run_1/clk_routes.png
Drawn at 1.5 px/µm.
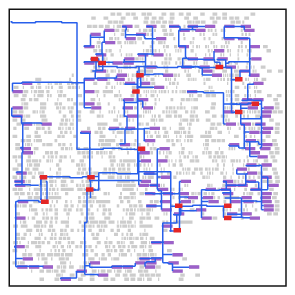
run_1/placement.png
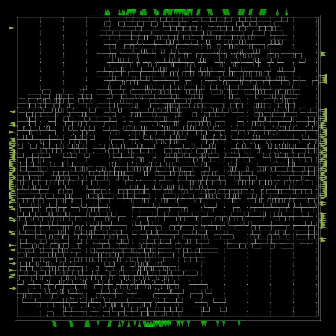
run_1/placement_by_type.png
Drawn at 1.5 px/µm.
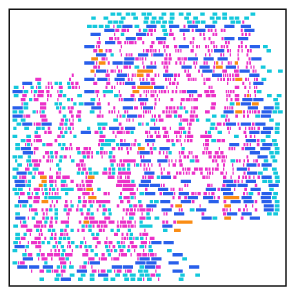
==> config.mk <==
export PLATFORM = sky130hd
export DESIGN_NAME = lsu_dmem_ctrl_flat
export DESIGN_NICKNAME = d
export VERILOG_FILES = /design/src/rtl/lsu_pkg.sv /design/src/rtl/lsu_dmem_ctrl_if.sv /design/src/rtl/lsu_lane_fmt.sv /design/src/rtl/lsu_dmem_ctrl.sv /design/src/flat_wrapper.sv
export SDC_FILE = /design/constraint.sdc
export NUM_CORES = 1
export LEC_CHECK = 0
export CORE_MARGIN = 1
export CORE_UTILIZATION = 30
export CTS_BUF_LIST = sky130_fd_sc_hd__clkbuf_4 sky130_fd_sc_hd__clkbuf_8
export DETAILED_ROUTE_END_ITERATION = 16
export GPL_TIMING_DRIVEN = 1
export PLACE_DENSITY = 0.54
export SKIP_CTS_REPAIR_TIMING = 1
export SYNTH_ARGS = -nofsm -noshare
export SYNTH_HDL_FRONTEND = slang
export SYNTH_SLANG_ARGS = --single-unit
==> constraint.sdc <==
create_clock -name i_clk -period 3.9 [get_ports i_clk]
set_input_delay 0.78 -clock i_clk [delete_from_list [all_inputs] [get_ports i_clk]]
set_output_delay 0.78 -clock i_clk [all_outputs]
set_load 0.1 [all_outputs]
==> src/rtl/lsu_pkg.sv <==
// Shared state encoding, funct3 codes and address window for the load/store unit.
// size_bytes returns 0 for funct3 values that are not RV32 load/store sizes.
package lsu_pkg;

    typedef enum logic [2:0] {
        IDLE,
        LD_ADDR,
        LD_WAIT,
        ST_RD,
        ST_RDWAIT,
        ST_WR,
        RESP
    } lsu_state_t;

    localparam logic [2:0] F3_B  = 3'b000;
    localparam logic [2:0] F3_H  = 3'b001;
    localparam logic [2:0] F3_W  = 3'b010;
    localparam logic [2:0] F3_BU = 3'b100;
    localparam logic [2:0] F3_HU = 3'b101;

    localparam logic [31:0] LSU_BASE_ADDR = 32'h0000_2000;
    localparam logic [31:0] LSU_END_ADDR  = 32'h0000_3FFF;

    function automatic logic [2:0] size_bytes(input logic [2:0] funct3);
        case (funct3)
            F3_B, F3_BU: size_bytes = 3'd1;
            F3_H, F3_HU: size_bytes = 3'd2;
            F3_W:        size_bytes = 3'd4;
            default:     size_bytes = 3'd0;
        endcase
    endfunction

endpackage

==> src/rtl/lsu_dmem_ctrl_if.sv <==
// Core-side request/response and d_mem-side bus of the load/store unit.
// Handshake: a request transfers on the rising edge where i_req && o_ready; o_rsp_valid is a one-cycle pulse.
interface lsu_dmem_ctrl_if;

    logic        i_req;
    logic        o_ready;
    logic        i_we;
    logic [2:0]  i_funct3;
    logic [31:0] i_addr;
    logic [31:0] i_wdata;
    logic        o_rsp_valid;
    logic [31:0] o_rsp_rdata;
    logic        o_rsp_err;
    logic [31:0] o_mem_addr;
    logic        o_mem_wren;
    logic [31:0] o_mem_wdata;
    logic [31:0] i_mem_rdata;

    modport slave (
        input  i_req, i_we, i_funct3, i_addr, i_wdata, i_mem_rdata,
        output o_ready, o_rsp_valid, o_rsp_rdata, o_rsp_err, o_mem_addr, o_mem_wren, o_mem_wdata
    );

    modport master (
        output i_req, i_we, i_funct3, i_addr, i_wdata, i_mem_rdata,
        input  o_ready, o_rsp_valid, o_rsp_rdata, o_rsp_err, o_mem_addr, o_mem_wren, o_mem_wdata
    );

endinterface

==> src/rtl/lsu_lane_fmt.sv <==
// Byte/half lane handling: extracts and extends load data, and merges sub-word store data into a word.
module lsu_lane_fmt
    import lsu_pkg::*;
(
    input  logic [31:0] i_word,
    input  logic [31:0] i_wdata,
    input  logic [1:0]  i_addr_lo,
    input  logic [2:0]  i_funct3,
    output logic [31:0] o_ld_data,
    output logic [31:0] o_st_word
);

    logic [7:0]  lane_b;
    logic [15:0] lane_h;

    always_comb begin
        lane_b = i_word[{i_addr_lo, 3'b000} +: 8];
        lane_h = i_addr_lo[1] ? i_word[31:16] : i_word[15:0];

        case (i_funct3)
            F3_B:    o_ld_data = {{24{lane_b[7]}}, lane_b};
            F3_BU:   o_ld_data = {24'd0, lane_b};
            F3_H:    o_ld_data = {{16{lane_h[15]}}, lane_h};
            F3_HU:   o_ld_data = {16'd0, lane_h};
            default: o_ld_data = i_word;
        endcase

        // Untouched lanes of the read word pass through unchanged.
        o_st_word = i_word;
        case (i_funct3)
            F3_B: o_st_word[{i_addr_lo, 3'b000} +: 8] = i_wdata[7:0];
            F3_H: begin
                if (i_addr_lo[1]) o_st_word[31:16] = i_wdata[15:0];
                else              o_st_word[15:0]  = i_wdata[15:0];
            end
            default: o_st_word = i_wdata;
        endcase
    end

endmodule

==> src/rtl/lsu_dmem_ctrl.sv <==
// Load/store unit: one request at a time, sub-word stores as read-modify-write, registered responses.
// Faulty requests go straight to RESP without touching d_mem.
module lsu_dmem_ctrl
    import lsu_pkg::*;
#(
    parameter logic [31:0] BASE_ADDR = LSU_BASE_ADDR,
    parameter logic [31:0] END_ADDR  = LSU_END_ADDR
) (
    input  logic           i_clk,
    input  logic           i_rst,
    lsu_dmem_ctrl_if.slave bus,
    output lsu_state_t     o_dbg_state
);

    lsu_state_t  state_q, state_d;
    logic [1:0]  lo_q, lo_d;
    logic        we_q, we_d;
    logic [2:0]  f3_q, f3_d;
    logic [31:0] wdata_q, wdata_d;
    logic        err_q, err_d;
    logic [31:0] data_q, data_d;
    logic [31:0] mem_addr_q, mem_addr_d;
    logic        mem_wren_q, mem_wren_d;
    logic [31:0] mem_wdata_q, mem_wdata_d;
    logic        rsp_valid_q, rsp_valid_d;
    logic [31:0] rsp_rdata_q, rsp_rdata_d;
    logic        rsp_err_q, rsp_err_d;
    logic        ready_q, ready_d;

    logic [2:0]  req_size;
    logic [32:0] last_byte;
    logic        req_err;
    logic [31:0] ld_fmt;
    logic [31:0] st_merge;

    lsu_lane_fmt u_lane_fmt (
        .i_word    (bus.i_mem_rdata),
        .i_wdata   (wdata_q),
        .i_addr_lo (lo_q),
        .i_funct3  (f3_q),
        .o_ld_data (ld_fmt),
        .o_st_word (st_merge)
    );

    // 33-bit end address so a request near 2^32 cannot wrap back into range.
    always_comb begin
        req_size  = size_bytes(bus.i_funct3);
        last_byte = {1'b0, bus.i_addr} + {30'd0, req_size} - 33'd1;
        req_err   = (req_size == 3'd0) || (bus.i_we && bus.i_funct3[2])
                 || ((req_size == 3'd2) && bus.i_addr[0])
                 || ((req_size == 3'd4) && (bus.i_addr[1:0] != 2'b00))
                 || (bus.i_addr < BASE_ADDR) || (last_byte > {1'b0, END_ADDR});
    end

    always_comb begin
        state_d     = state_q;
        lo_d        = lo_q;
        we_d        = we_q;
        f3_d        = f3_q;
        wdata_d     = wdata_q;
        err_d       = err_q;
        data_d      = data_q;
        mem_addr_d  = mem_addr_q;
        mem_wdata_d = mem_wdata_q;
        rsp_valid_d = 1'b0;
        rsp_rdata_d = 32'd0;
        rsp_err_d   = 1'b0;

        case (state_q)
            IDLE: begin
                if (bus.i_req && ready_q) begin
                    lo_d    = bus.i_addr[1:0];
                    we_d    = bus.i_we;
                    f3_d    = bus.i_funct3;
                    wdata_d = bus.i_wdata;
                    err_d   = req_err;
                    if (req_err) begin
                        state_d = RESP;
                    end else begin
                        mem_addr_d = {bus.i_addr[31:2], 2'b00};
                        if (!bus.i_we) begin
                            state_d = LD_ADDR;
                        end else if (bus.i_funct3 == F3_W) begin
                            state_d     = ST_WR;
                            mem_wdata_d = bus.i_wdata;
                        end else begin
                            state_d = ST_RD;
                        end
                    end
                end
            end
            LD_ADDR:   state_d = LD_WAIT;
            LD_WAIT: begin
                data_d  = ld_fmt;
                state_d = RESP;
            end
            ST_RD:     state_d = ST_RDWAIT;
            ST_RDWAIT: begin
                mem_wdata_d = st_merge;
                state_d     = ST_WR;
            end
            ST_WR:     state_d = RESP;
            RESP: begin
                state_d     = IDLE;
                rsp_valid_d = 1'b1;
                rsp_err_d   = err_q;
                rsp_rdata_d = (we_q || err_q) ? 32'd0 : data_q;
            end
            default:   state_d = IDLE;
        endcase

        // Ready stays low during the response pulse so transactions never overlap.
        mem_wren_d = (state_d == ST_WR);
        ready_d    = (state_d == IDLE) && !rsp_valid_d;
    end

    always_ff @(posedge i_clk) begin
        if (i_rst) begin
            state_q     <= IDLE;
            lo_q        <= 2'd0;
            we_q        <= 1'b0;
            f3_q        <= 3'd0;
            wdata_q     <= 32'd0;
            err_q       <= 1'b0;
            data_q      <= 32'd0;
            mem_addr_q  <= 32'd0;
            mem_wren_q  <= 1'b0;
            mem_wdata_q <= 32'd0;
            rsp_valid_q <= 1'b0;
            rsp_rdata_q <= 32'd0;
            rsp_err_q   <= 1'b0;
            ready_q     <= 1'b1;
        end else begin
            state_q     <= state_d;
            lo_q        <= lo_d;
            we_q        <= we_d;
            f3_q        <= f3_d;
            wdata_q     <= wdata_d;
            err_q       <= err_d;
            data_q      <= data_d;
            mem_addr_q  <= mem_addr_d;
            mem_wren_q  <= mem_wren_d;
            mem_wdata_q <= mem_wdata_d;
            rsp_valid_q <= rsp_valid_d;
            rsp_rdata_q <= rsp_rdata_d;
            rsp_err_q   <= rsp_err_d;
            ready_q     <= ready_d;
        end
    end

    assign bus.o_ready     = ready_q;
    assign bus.o_rsp_valid = rsp_valid_q;
    assign bus.o_rsp_rdata = rsp_rdata_q;
    assign bus.o_rsp_err   = rsp_err_q;
    assign bus.o_mem_addr  = mem_addr_q;
    assign bus.o_mem_wren  = mem_wren_q;
    assign bus.o_mem_wdata = mem_wdata_q;
    assign o_dbg_state     = state_q;

endmodule

==> src/flat_wrapper.sv <==
// flat-port wrapper written by rule: the top's interface ports become plain ports
module lsu_dmem_ctrl_flat import lsu_pkg::*;
#(
    parameter logic [31:0] BASE_ADDR = LSU_BASE_ADDR,
    parameter logic [31:0] END_ADDR  = LSU_END_ADDR
)
  (i_clk, i_rst, o_dbg_state, bus_i_req, bus_i_we, bus_i_funct3, bus_i_addr, bus_i_wdata, bus_i_mem_rdata, bus_o_ready, bus_o_rsp_valid, bus_o_rsp_rdata, bus_o_rsp_err, bus_o_mem_addr, bus_o_mem_wren, bus_o_mem_wdata);
  lsu_dmem_ctrl_if bus_i ();
  input  logic i_clk;
  input  logic i_rst;
  output lsu_state_t o_dbg_state;
  input wire logic [$bits(bus_i.i_req)-1:0] bus_i_req;
  input wire logic [$bits(bus_i.i_we)-1:0] bus_i_we;
  input wire logic [$bits(bus_i.i_funct3)-1:0] bus_i_funct3;
  input wire logic [$bits(bus_i.i_addr)-1:0] bus_i_addr;
  input wire logic [$bits(bus_i.i_wdata)-1:0] bus_i_wdata;
  input wire logic [$bits(bus_i.i_mem_rdata)-1:0] bus_i_mem_rdata;
  output wire logic [$bits(bus_i.o_ready)-1:0] bus_o_ready;
  output wire logic [$bits(bus_i.o_rsp_valid)-1:0] bus_o_rsp_valid;
  output wire logic [$bits(bus_i.o_rsp_rdata)-1:0] bus_o_rsp_rdata;
  output wire logic [$bits(bus_i.o_rsp_err)-1:0] bus_o_rsp_err;
  output wire logic [$bits(bus_i.o_mem_addr)-1:0] bus_o_mem_addr;
  output wire logic [$bits(bus_i.o_mem_wren)-1:0] bus_o_mem_wren;
  output wire logic [$bits(bus_i.o_mem_wdata)-1:0] bus_o_mem_wdata;
  assign bus_i.i_req = bus_i_req;
  assign bus_i.i_we = bus_i_we;
  assign bus_i.i_funct3 = bus_i_funct3;
  assign bus_i.i_addr = bus_i_addr;
  assign bus_i.i_wdata = bus_i_wdata;
  assign bus_i.i_mem_rdata = bus_i_mem_rdata;
  assign bus_o_ready = bus_i.o_ready;
  assign bus_o_rsp_valid = bus_i.o_rsp_valid;
  assign bus_o_rsp_rdata = bus_i.o_rsp_rdata;
  assign bus_o_rsp_err = bus_i.o_rsp_err;
  assign bus_o_mem_addr = bus_i.o_mem_addr;
  assign bus_o_mem_wren = bus_i.o_mem_wren;
  assign bus_o_mem_wdata = bus_i.o_mem_wdata;
  lsu_dmem_ctrl #(.BASE_ADDR(BASE_ADDR), .END_ADDR(END_ADDR)) u_core (.i_clk(i_clk), .i_rst(i_rst), .bus(bus_i), .o_dbg_state(o_dbg_state));
endmodule
==> impl_metrics.yaml, run 1 <==
# generated from flow reports
outcome:
  status: "complete, but fails checks"
  violations: "negative setup slack"
flow_run:
  maxCapViolations: 0
  warnings: 47
setup_path:
  critical_path.top_delay_family: "AND-OR/OR-AND gates"
  crit_path_start_kind: "primary input"
  path_class: "primary input to register"
  arrival_ns: 4.29
  r2r_end: "u_core.bus.o_mem_wdata[14]"
clocking:
  clk_pin_slew_ns: 0.09
pwr:
  switchingPower_mw: 3.04
min_path:
  whs_endpoint: "u_core.bus.o_rsp_rdata[21]"
placed_design:
  dp_hpwl_um: 27100
synthesis:
  yosysWarnings: 0
  synth_cell_types: 67
  top_area_cell: "dfxtp_1"
sta:
  relSlewSlack_pct: 28.7
  fin_ws_ns: -0.0115
  finalSetupViolations: 8
layout:
  layout_top_cell: "clkdlybuf4s50_1"
-- clk_routes.png (at the start) --
- flip-flops: purple (count 172)
- clock drivers: red (count 17)
- clock wires: blue (length 2,510 µm)
- routed clock nets: 18

-- placement.png (at the start) --
Tap Count: 442
FP Rows: 66

-- placement_by_type.png (at the start) --
- remaining buffers and delay cells: cyan (cells 390; share of their area 26%)
- combinational and other logic: magenta (cells 1,031; share of their area 46%)
- sequential cells: blue (cells 172; share of their area 25%)
- clock drivers and dummy loads: orange (cells 31; share of their area 3.2%)

[run 1: state kept, by name (all words and copies together) (netlist names)]
name and flops:
u_core.bus.o_mem_wdata 32, u_core.bus.o_rsp_rdata 32, u_core.data_q 32, u_core.wdata_q 32, u_core.bus.o_mem_addr 30, u_core.f3_q 3, u_core.o_dbg_state 3, u_core.lo_q 2
u_core.bus.o_mem_wren 1, u_core.bus.o_ready 1, u_core.bus.o_rsp_err 1, u_core.bus.o_rsp_valid 1, u_core.err_q 1, u_core.we_q 1
[run 1: power by group through the flow]
stage	clock (mW)	combinational [mW]	sequential [mW]
after floorplan	0	1.37	2.95
after global placement	0	3.07	2.26
after detailed placement	0	3.08	2.27
after CTS	1.50	3.09	2.23
after global routing	1.57	3.39	2.26
final	1.46	3.13	2.23
run_1/flops_by_reg.png
Drawn at 1.5 px/µm. Other sequential cells in the stronger gray, the rest of the logic in the fainter gray.
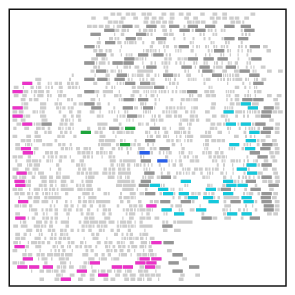

==> run 1 -> run 2 <==
--- a/config.mk
+++ b/config.mk
@@ -5,13 +5,15 @@
 export SDC_FILE = /design/constraint.sdc
 export NUM_CORES = 1
 export LEC_CHECK = 0
+export CORE_ASPECT_RATIO = 0.6
 export CORE_MARGIN = 1
 export CORE_UTILIZATION = 30
 export CTS_BUF_LIST = sky130_fd_sc_hd__clkbuf_4 sky130_fd_sc_hd__clkbuf_8
 export DETAILED_ROUTE_END_ITERATION = 16
 export GPL_TIMING_DRIVEN = 1
-export PLACE_DENSITY = 0.54
+export PLACE_DENSITY = 0.53
 export SKIP_CTS_REPAIR_TIMING = 1
 export SYNTH_ARGS = -nofsm -noshare
 export SYNTH_HDL_FRONTEND = slang
+export SYNTH_HIERARCHICAL = 1
 export SYNTH_SLANG_ARGS = --single-unit
==> constraint.sdc (replaced) <==
create_clock -name i_clk -period 3.2 [get_ports i_clk]
set_input_delay 0.64 -clock i_clk [delete_from_list [all_inputs] [get_ports i_clk]]
set_output_delay 0.64 -clock i_clk [all_outputs]
set_load 0.1 [all_outputs]
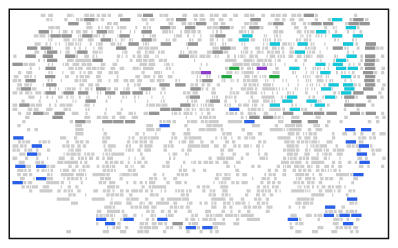
run_2/flops_by_reg.png
Drawn at 1.5 px/µm. Other sequential cells in the stronger gray, the rest of the logic in the fainter gray.
- u_core/f3_q: green (flops 3)
- u_core/bus.o_mem_addr: blue (flops 30)
- u_core/data_q: cyan (flops 32; where upper right)
- u_core/lo_q: purple (flops 2)
- not colored: 105

==> impl_metrics.yaml, run 2 <==
# generated from flow reports
setup_path:
  critPathRequiredTime_ns: 3.56
  path_class: "primary input to register"
  crit_path_start_kind: "primary input"
  critical_path.top_delay_family: "simple AND/OR/NAND/NOR gates"
  crit_path_cell_trace: "clkdlybuf4s50_1 -> a221oi_1 -> a31oi_2 -> a221o_1 -> a2111oi_4 -> nand4_1 -> or4_4 -> or4_4 -> or4b_4 -> buf_12 -> nand3_2 -> o211ai_2"
  r2r_end: "u_core/bus.o_mem_wdata[17]"
  arrival_ns: 4.72
  cp-startpoint: "bus_i_we"
synthesis:
  synthMuxAreaShare_pct: 5.38
  ys_top_logic_family: "simple AND/OR/NAND/NOR gates"
  synth_cell_types: 91
  top_area_cell: "dfxtp_1"
  synth.cell_area_mm2: 0.0112
  yosysWarnings: 6
  synth.most_common_cell: "nand2_1"
  seq_area_frac_synth_pct: 30.7
  top_cells_by_count: "256 x nand2_1, 172 x dfxtp_1, 129 x a21oi_1"
placed_design:
  dp_hpwl_um: 36900
  io_buffers: 203
floorplanning:
  die_h_um: 152
  die_w_um: 252
  num_io_pins: 206
clocking:
  clk_pin_slew_ns: 0.12
pwr:
  p_seq_mw: 2.74
  comb_cell_power_mw: 4.35
  power-top-group: "combinational cells"
  switchingPower_mw: 4.21
  powerClk_mw: 1.75
  p_per_area_mw_per_mm2: 535
min_path:
  hold_path_class: "primary input to register"
  whs_endpoint: "u_core/lo_q[1]"
  hold_start: "bus_i_addr[1]"
sta:
  worst_pin_slew_ns: 0.841
  fin_ws_ns: -1.16
  relSlewSlack_pct: 43.8
  finalSetupViolations: 68
  fin_skew_ns: 0.0295
drt:
  drtIter0Drc: 1155
  vias: 11900
global_routing:
  grt_pass1_wl_um: 69100
  grt-busiest-layer: "met1"
  grt-ovfl-total: 0
flow_run:
  maxCapViolations: 0
  warnings: 47
layout:
  layout_top_cell: "buf_4"
  area_delta_synth_final_pct: 47.0
  drive_gt1_share_pct: 33.7
outcome:
  status: "complete, but fails checks"
  violations: "negative setup slack"
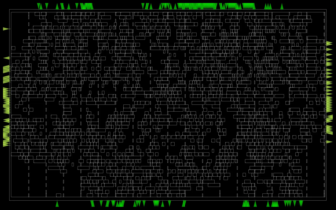
run_2/placement.png
post-layout util: 45.1%
Seq cells: 172
Filler cells: 3,700
FP Rows: 54
core area: 0.0366 mm²

-- run 2: cell count changes after synthesis, moves of 17 or more --
cell | previous run | this run
nand2_1 | 150 | 256
nor2_1 | 126 | 52
nand2b_1 | 12 | 82
o21ai_0 | 76 | 33
nand3_1 | 14 | 47
nand3_2 | 0 | 30
o211ai_2 | 0 | 30
o21ai_1 | 28 | 3
inv_1 | 78 | 56
nor3_1 | 45 | 23
mux2i_1 | 40 | 57
-- run 2: cell type report --
cell class                      instances  share of cell area [%]
Antenna cell                            2                  0.0303
Timing Repair Buffer                  454                    23.4
Clock buffer                           17                    1.42
Sequential cell                       172                    20.9
Multi-Input combinational cell       1081                    47.8
Clock inverter                         15                    1.30
Inverter                               61                    1.39
Tap cell                              504                    3.82
Power and IR drop assume default switching activity.
